met1.png
The bar under the picture is 50 um long. Supply wires on this layer in grey.
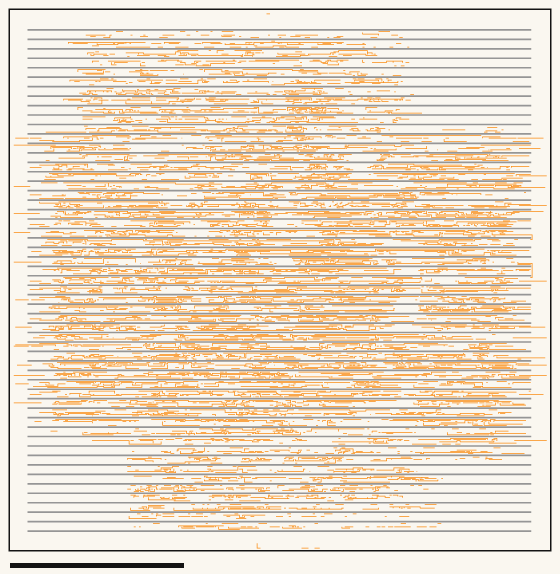
met2.png
The bar under the picture is 50 um long.
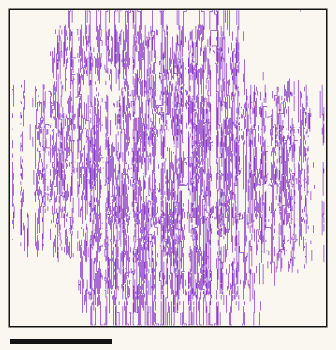
met3.png
Cells faint in the background.
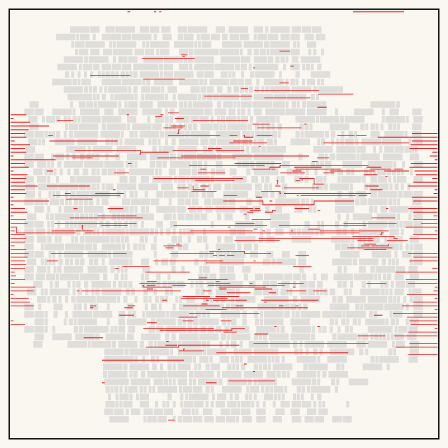
==> src/rtl/myo_spi_pkg.sv <==
// Shared constants and types for the myocontrol SPI responder.
package myo_spi_pkg;

    localparam int unsigned WORD_W          = 16;
    localparam int unsigned MAX_FRAME_WORDS = 15;
    localparam logic [15:0] DEFAULT_SYNC_WORD = 16'h8000;

    typedef enum logic [1:0] {
        IDLE,
        SHIFT,
        END
    } state_e;

endpackage

==> src/rtl/myo_spi_sync.sv <==
// Two-flop synchronizer for one asynchronous SPI pin plus a previous-sample
// register that yields single-cycle rise and fall strobes.
module myo_spi_sync (
    input  logic clock,
    input  logic reset,
    input  logic din,
    output logic level,
    output logic rise,
    output logic fall
);

    logic meta_q, meta_d;
    logic sync_q, sync_d;
    logic prev_q, prev_d;

    always_comb begin
        meta_d = din;
        sync_d = meta_q;
        prev_d = sync_q;
    end

    // Reset to 0 so a select held low across reset produces no edge at all.
    always_ff @(posedge clock) begin
        if (reset) begin
            meta_q <= 1'b0;
            sync_q <= 1'b0;
            prev_q <= 1'b0;
        end else begin
            meta_q <= meta_d;
            sync_q <= sync_d;
            prev_q <= prev_d;
        end
    end

    assign level = sync_q;
    assign rise  = sync_q & ~prev_q;
    assign fall  = ~sync_q & prev_q;

endmodule

==> src/rtl/myo_spi_slave.sv <==
// SPI mode-0 responder for the myocontrol link: receives fixed-length 16-bit
// word frames and returns a status frame snapshotted at frame start.
module myo_spi_slave
    import myo_spi_pkg::*;
#(
    parameter int unsigned FRAME_WORDS = 12,
    parameter logic [15:0] SYNC_WORD   = DEFAULT_SYNC_WORD
) (
    input  logic                              clock,
    input  logic                              reset,
    input  logic                              sck,
    input  logic                              mosi,
    input  logic                              ss_n,
    output logic                              miso,
    output logic                              miso_oe,
    input  logic [WORD_W*(FRAME_WORDS-1)-1:0] tx_frame,
    output logic [WORD_W-1:0]                 rx_word,
    output logic [3:0]                        rx_index,
    output logic                              rx_valid,
    output logic                              frame_done,
    output logic                              frame_error
);

    localparam logic [4:0] FW_CNT  = 5'(FRAME_WORDS);
    localparam logic [4:0] CNT_SAT = 5'(MAX_FRAME_WORDS + 1);

    logic sck_level, sck_rise, sck_fall;
    logic mosi_level, mosi_rise_unused, mosi_fall_unused;
    logic ss_level, ss_rise, ss_fall;

    myo_spi_sync u_sync_sck (
        .clock (clock),
        .reset (reset),
        .din   (sck),
        .level (sck_level),
        .rise  (sck_rise),
        .fall  (sck_fall)
    );

    myo_spi_sync u_sync_mosi (
        .clock (clock),
        .reset (reset),
        .din   (mosi),
        .level (mosi_level),
        .rise  (mosi_rise_unused),
        .fall  (mosi_fall_unused)
    );

    myo_spi_sync u_sync_ss (
        .clock (clock),
        .reset (reset),
        .din   (ss_n),
        .level (ss_level),
        .rise  (ss_rise),
        .fall  (ss_fall)
    );

    state_e                            state_q, state_d;
    logic [WORD_W*(FRAME_WORDS-1)-1:0] shadow_q, shadow_d;
    logic [WORD_W-1:0]                 tx_q, tx_d;
    logic [WORD_W-1:0]                 rx_q, rx_d;
    logic [3:0]                        bit_cnt_q, bit_cnt_d;
    logic [4:0]                        word_cnt_q, word_cnt_d;
    logic                              load_pending_q, load_pending_d;
    logic                              wait_deselect_q, wait_deselect_d;
    logic                              miso_q, miso_d;
    logic                              miso_oe_q, miso_oe_d;
    logic [WORD_W-1:0]                 rx_word_q, rx_word_d;
    logic [3:0]                        rx_index_q, rx_index_d;
    logic                              rx_valid_q, rx_valid_d;
    logic                              frame_done_q, frame_done_d;
    logic                              frame_error_q, frame_error_d;

    logic [4:0]        next_idx;
    logic [WORD_W-1:0] next_tx;

    // Word to send after the current one; zero once past the end of the frame.
    always_comb begin
        next_idx = word_cnt_q + 5'd1;
        next_tx  = '0;
        for (int unsigned i = 1; i < FRAME_WORDS; i++) begin
            if (5'(i) == next_idx) begin
                next_tx = shadow_q[i*WORD_W - WORD_W +: WORD_W];
            end
        end
    end

    always_comb begin
        state_d         = state_q;
        shadow_d        = shadow_q;
        tx_d            = tx_q;
        rx_d            = rx_q;
        bit_cnt_d       = bit_cnt_q;
        word_cnt_d      = word_cnt_q;
        load_pending_d  = load_pending_q;
        wait_deselect_d = wait_deselect_q;
        miso_d          = miso_q;
        miso_oe_d       = miso_oe_q;
        rx_word_d       = rx_word_q;
        rx_index_d      = rx_index_q;
        rx_valid_d      = 1'b0;
        frame_done_d    = 1'b0;
        frame_error_d   = 1'b0;

        if (ss_level) begin
            wait_deselect_d = 1'b0;
        end

        unique case (state_q)
            IDLE: begin
                miso_oe_d = 1'b0;
                if (ss_fall && !wait_deselect_q) begin
                    shadow_d       = tx_frame;
                    tx_d           = SYNC_WORD;
                    bit_cnt_d      = '0;
                    word_cnt_d     = '0;
                    load_pending_d = 1'b0;
                    miso_d         = SYNC_WORD[WORD_W-1];
                    miso_oe_d      = 1'b1;
                    state_d        = SHIFT;
                end
            end

            SHIFT: begin
                // Deselect takes priority over a coincident sck edge.
                if (ss_rise) begin
                    state_d = END;
                end else if (sck_rise) begin
                    rx_d      = {rx_q[WORD_W-2:0], mosi_level};
                    bit_cnt_d = bit_cnt_q + 4'd1;
                    if (bit_cnt_q == 4'd15) begin
                        if (word_cnt_q < FW_CNT) begin
                            rx_word_d  = {rx_q[WORD_W-2:0], mosi_level};
                            rx_index_d = word_cnt_q[3:0];
                            rx_valid_d = 1'b1;
                        end
                        if (word_cnt_q != CNT_SAT) begin
                            word_cnt_d = word_cnt_q + 5'd1;
                        end
                        tx_d           = next_tx;
                        load_pending_d = 1'b1;
                    end
                end else if (sck_fall) begin
                    // After a word boundary tx already holds the new word: present its MSB unshifted.
                    if (load_pending_q) begin
                        miso_d         = tx_q[WORD_W-1];
                        load_pending_d = 1'b0;
                    end else begin
                        tx_d   = {tx_q[WORD_W-2:0], 1'b0};
                        miso_d = tx_q[WORD_W-2];
                    end
                end
            end

            END: begin
                if (word_cnt_q == FW_CNT && bit_cnt_q == 4'd0) begin
                    frame_done_d = 1'b1;
                end else begin
                    frame_error_d = 1'b1;
                end
                miso_oe_d = 1'b0;
                miso_d    = 1'b0;
                state_d   = IDLE;
            end

            default: begin
                state_d = IDLE;
            end
        endcase
    end

    // wait_deselect comes out of reset set so a frame cut by reset is ignored to its end.
    always_ff @(posedge clock) begin
        if (reset) begin
            state_q         <= IDLE;
            shadow_q        <= '0;
            tx_q            <= '0;
            rx_q            <= '0;
            bit_cnt_q       <= '0;
            word_cnt_q      <= '0;
            load_pending_q  <= 1'b0;
            wait_deselect_q <= 1'b1;
            miso_q          <= 1'b0;
            miso_oe_q       <= 1'b0;
            rx_word_q       <= '0;
            rx_index_q      <= '0;
            rx_valid_q      <= 1'b0;
            frame_done_q    <= 1'b0;
            frame_error_q   <= 1'b0;
        end else begin
            state_q         <= state_d;
            shadow_q        <= shadow_d;
            tx_q            <= tx_d;
            rx_q            <= rx_d;
            bit_cnt_q       <= bit_cnt_d;
            word_cnt_q      <= word_cnt_d;
            load_pending_q  <= load_pending_d;
            wait_deselect_q <= wait_deselect_d;
            miso_q          <= miso_d;
            miso_oe_q       <= miso_oe_d;
            rx_word_q       <= rx_word_d;
            rx_index_q      <= rx_index_d;
            rx_valid_q      <= rx_valid_d;
            frame_done_q    <= frame_done_d;
            frame_error_q   <= frame_error_d;
        end
    end

    assign miso        = miso_q;
    assign miso_oe     = miso_oe_q;
    assign rx_word     = rx_word_q;
    assign rx_index    = rx_index_q;
    assign rx_valid    = rx_valid_q;
    assign frame_done  = frame_done_q;
    assign frame_error = frame_error_q;

endmodule

==> config.mk <==
export PLATFORM = sky130hd
export DESIGN_NAME = myo_spi_slave
export DESIGN_NICKNAME = d
export VERILOG_FILES = /design/src/rtl/myo_spi_pkg.sv /design/src/rtl/myo_spi_sync.sv /design/src/rtl/myo_spi_slave.sv
export SDC_FILE = /design/constraint.sdc
export NUM_CORES = 1
export LEC_CHECK = 0
export CAP_MARGIN = 20
export CORE_MARGIN = 5
export CORE_UTILIZATION = 52
export CTS_BUF_LIST = sky130_fd_sc_hd__clkbuf_4 sky130_fd_sc_hd__clkbuf_8 sky130_fd_sc_hd__clkbuf_16
export DETAILED_ROUTE_END_ITERATION = 10
export PLACE_DENSITY = 0.9
export SLEW_MARGIN = 20
export SYNTH_ARGS = -nofsm -noshare
export SYNTH_HDL_FRONTEND = slang
export SYNTH_SLANG_ARGS = --single-unit
==> constraint.sdc <==
create_clock -name clock -period 3.15 [get_ports clock]
set_input_delay 0.315 -clock clock [delete_from_list [all_inputs] [get_ports clock]]
set_output_delay 0.315 -clock clock [all_outputs]
set_load 0.05 [all_outputs]
==> CHANGELOG.md <==
## Implementation

* Std-Cell Rows at 53
* Area share of the leading cell type in the synthesized netlist at 46.12%
* Largest contributor to cell area by class: logic gates
* Largest buffer count on any clock path at 3
* Worst IR drop on VDD at 308.9 uV
* Top Layout Cells: 429 x sky130_fd_sc_hd__nand2_1, 253 x sky130_fd_sc_hd__dfxtp_1, 246 x sky130_fd_sc_hd__a21oi_1
* Layout clock buffers at 39
* Endpoint, Worst Hold: u_sync_mosi.meta_q$_SDFF_PP0_
* Setup TNS at 0 ps
* Antenna violations before repair at 0
* Final Cycle Share at 93.54%
* Number of vias per cell after detailed routing at 5.821
* Flip-flops at 253
* Non-clock buffers, area share at 16.13%
* Number of non-clock inverters in the layout at 16
* Cts-stage hold buffer count at 0
* Number of warnings printed during yosys synthesis at 0
* Remaining max-slew budget at the tightest pin at 26.22%
* Synthesized registers at 253
* Sort of element at the start of the critical path: flop
* Pin count of the biggest net entering global routing at 120
* Unrepaired setup endpoints after global routing: false
* FF+latch area at 0.005065 mm^2
* Worst Max-Slew Pin Slew at 1107 ps
* Count of tool warnings at 36
* Width of the die at 155.3 um
* Area of the placeable core at 0.02089 mm^2
* Critical path data arrival time at 3360 ps
* Worst-case hold slack at 113.6 ps
* Total CTS buffers at 26
* Number of buffers added on ports at 205
* Start-to-end type of the worst setup path: reg -> reg
* Peak fanout along the critical path at 14
* Highest attainable clock frequency at 0.3394 GHz
* Proportion of register bits with asynchronous set or reset after synthesis at 0%
* Routability congestion estimate from global placement at 1.030
* Chip area in the Yosys report at 0.01098 mm^2
* Status: finished, final reports clean
* Average size of a mapped cell at 7.621 um^2
* Sequential share of the synthesized area at 46.12%
* Leakage at 4.813 nW
* Sequential fraction of total cell area at 36.17%
* Net count reported at finish at 1,778
* Wire length of the first global-routing pass at 55,640 um
* Worst hold path depth at 2
* Detail Placement HPWL at 25,580 um
* Post-Syn Area at 0.01098 mm^2
* Fraction of final layout cells sized beyond drive strength 1 at 5.791%
* Max Transition Viols Final at 0
* Clock latency at the later pin of the worst-skew pair at 540 ps
* Max Cap Viol at 0
* GRT overflow at 0
* Antenna cell count at 0
* Crit. Startpoint: word_cnt_q[0]$_SDFFE_PP0P_
* Nature of the critical path endpoint: flop
* Number of nets produced by synthesis at 1,631
* Total global-route track usage at 28.26%
* Number of nets still failing antenna checks after routing at 0
* Fillers at 1,686
* Root buf cell: sky130_fd_sc_hd__clkbuf_16
* Most frequent cells after synthesis: 429 x sky130_fd_sc_hd__nand2_1, 253 x sky130_fd_sc_hd__dfxtp_1, 246 x sky130_fd_sc_hd__a21oi_1
* Total setup buffers inserted after CTS at 0
* Worst hold path class: in -> reg
* Multi-input gates at 1,062
* Most instantiated logic cell after routing: sky130_fd_sc_hd__nand2_1
* Distinct cell type count after synthesis at 64
* Number of placed I/O pins at 206
* Floorplan core density at 52.57%
* Origin of the worst min-delay path: reset
* Yosys cell count at 1,441
* Total number of tap cells at 275
* CTS sink cnt at 253
* Die ar. at 0.02413 mm^2
* Fraction of area in clock buffers and inverters at 6.362%
* Capture point of the worst reg-to-reg path: tx_q[11]$_SDFFE_PP0P_
* H-tree level count at 1
* Starting DRC count in detailed routing at 1,107
* DRC violations left at 0
* Number of enable-type register cells in the synthesized netlist at 0
* R2R Path Start: word_cnt_q[0]$_SDFFE_PP0P_
* Dominant Register Cell: sky130_fd_sc_hd__dfxtp_1
* TritonRoute pass-1 iters at 7
* Multi-input gate share of the layout cell area at 38.46%
* DR WL/cell at 19.00 um
* Worst clock skew on the final layout at 10.20 ps
* Area taken by multi-input logic gates at 0.005385 mm^2
* Clock slew at the register clock pins of the worst setup and hold paths at 70 ps
* Synth-to-Final Area Change at 27.51%
* Number of setup violations in the final report at 0
* Number of standard cells after synthesis at 1,441
* Cell Pwr Density at 479.3 mW/mm^2
* Die outline height at 155.3 um
* Most frequently used cell type in the post-synthesis netlist: sky130_fd_sc_hd__nand2_1
* Final hold viol count at 0
* Cell resize tally after clock tree synthesis at 0
* TritonCTS clock tree: built
* Critical Path RT at 3560 ps
* Depth of the most critical reg-to-reg path at 8
* Period minus WS final at 2947 ps
* Worst Setup EP: tx_q[11]$_SDFFE_PP0P_
* Cell type with the largest total area after synthesis: sky130_fd_sc_hd__dfxtp_1
* Vias in the first global route at 10,790
* Synth top area cells: sky130_fd_sc_hd__dfxtp_1 46%, sky130_fd_sc_hd__nand2_1 15%, sky130_fd_sc_hd__a21oi_1 11%
* Number of buffers other than clock buffers in the final layout at 229
* Setup slack, reg-to-reg at 200 ps
Back to the opening pictures, met1.png:
share of all routed wire	40%
main direction	horizontal
vias after detailed routing: 10,950
met1 usage in global routing: 35.88%
post-detailed-routing wire length: 35,730 um

Back to the opening pictures, met2.png:
main direction	vertical
nets with wire on the layer	1,456
longest straight run	51.0 um
wire length on this layer	17,300 um
met2 capacity usage during global routing: 48.68%

Back to the opening pictures, met3.png:
nets with wire on the layer	249
share of all routed wire	8.6%
wire length on this layer	3,060 um
main direction	horizontal
Global Route met3 Usage: 4.951%

registers in the layout, summed over array words and instances, names as in the netlist, 2 cells and up:
name and count:
bit_cnt_q 4, rx_index 4, rx_q 15, rx_word 16, shadow_q 176, state_q 2
tx_q 16, word_cnt_q 5
per-layer routing:
metal | wire length (um) | part of all wire (%) | track usage (%)
met5 | 0 | 0 | 0
met4 | 1179 | 3.3 | 9.462
met3 | 3056 | 8.6 | 4.951
met2 | 17330 | 49 | 48.68
met1 | 14160 | 40 | 35.88
cell families after synthesis:
logic type	count (synthesis)	share of synthesized area (%)
and+or+nand+nor	606	22.76
AOI/OAI and AO/OA	424	23.05
DFF	253	46.12
buffers and inverters	126	4.933
muxes	18	1.641
adders and majority gates	9	1.025
xor gates and xnor gates	5	0.4672
critical path, stage by stage (launching register included):
cell                       delay [ps]
sky130_fd_sc_hd__dfxtp_1          360
sky130_fd_sc_hd__ha_1             290
sky130_fd_sc_hd__nand2b_1         210
sky130_fd_sc_hd__o21a_1           220
sky130_fd_sc_hd__o31ai_1          600
sky130_fd_sc_hd__nand2_1          500
sky130_fd_sc_hd__or2_2            420
sky130_fd_sc_hd__a31oi_1          140
sky130_fd_sc_hd__o21ai_1           70
where the power goes:
group	internal, mW	switching [mW]
registers	3.21	0.0108
clock network	1.89	1.28
logic	0.214	0.108
per-stage QoR:
step	instances	total power, mW	area (um^2)	setup slack, ps	utilization (%)
after CTS	1881	6.722	14000	323.7	67.04
after global placement	1835	3.609	13110	409.8	62.77
final	1881	6.712	14000	203.5	67.04
after global routing	1881	6.884	14000	152.2	67.04
after floorplan	1441	3.369	10980	982.9	-
after detailed placement	1835	3.613	13110	329.2	62.77
Power is estimated from default activity; no workload was simulated.
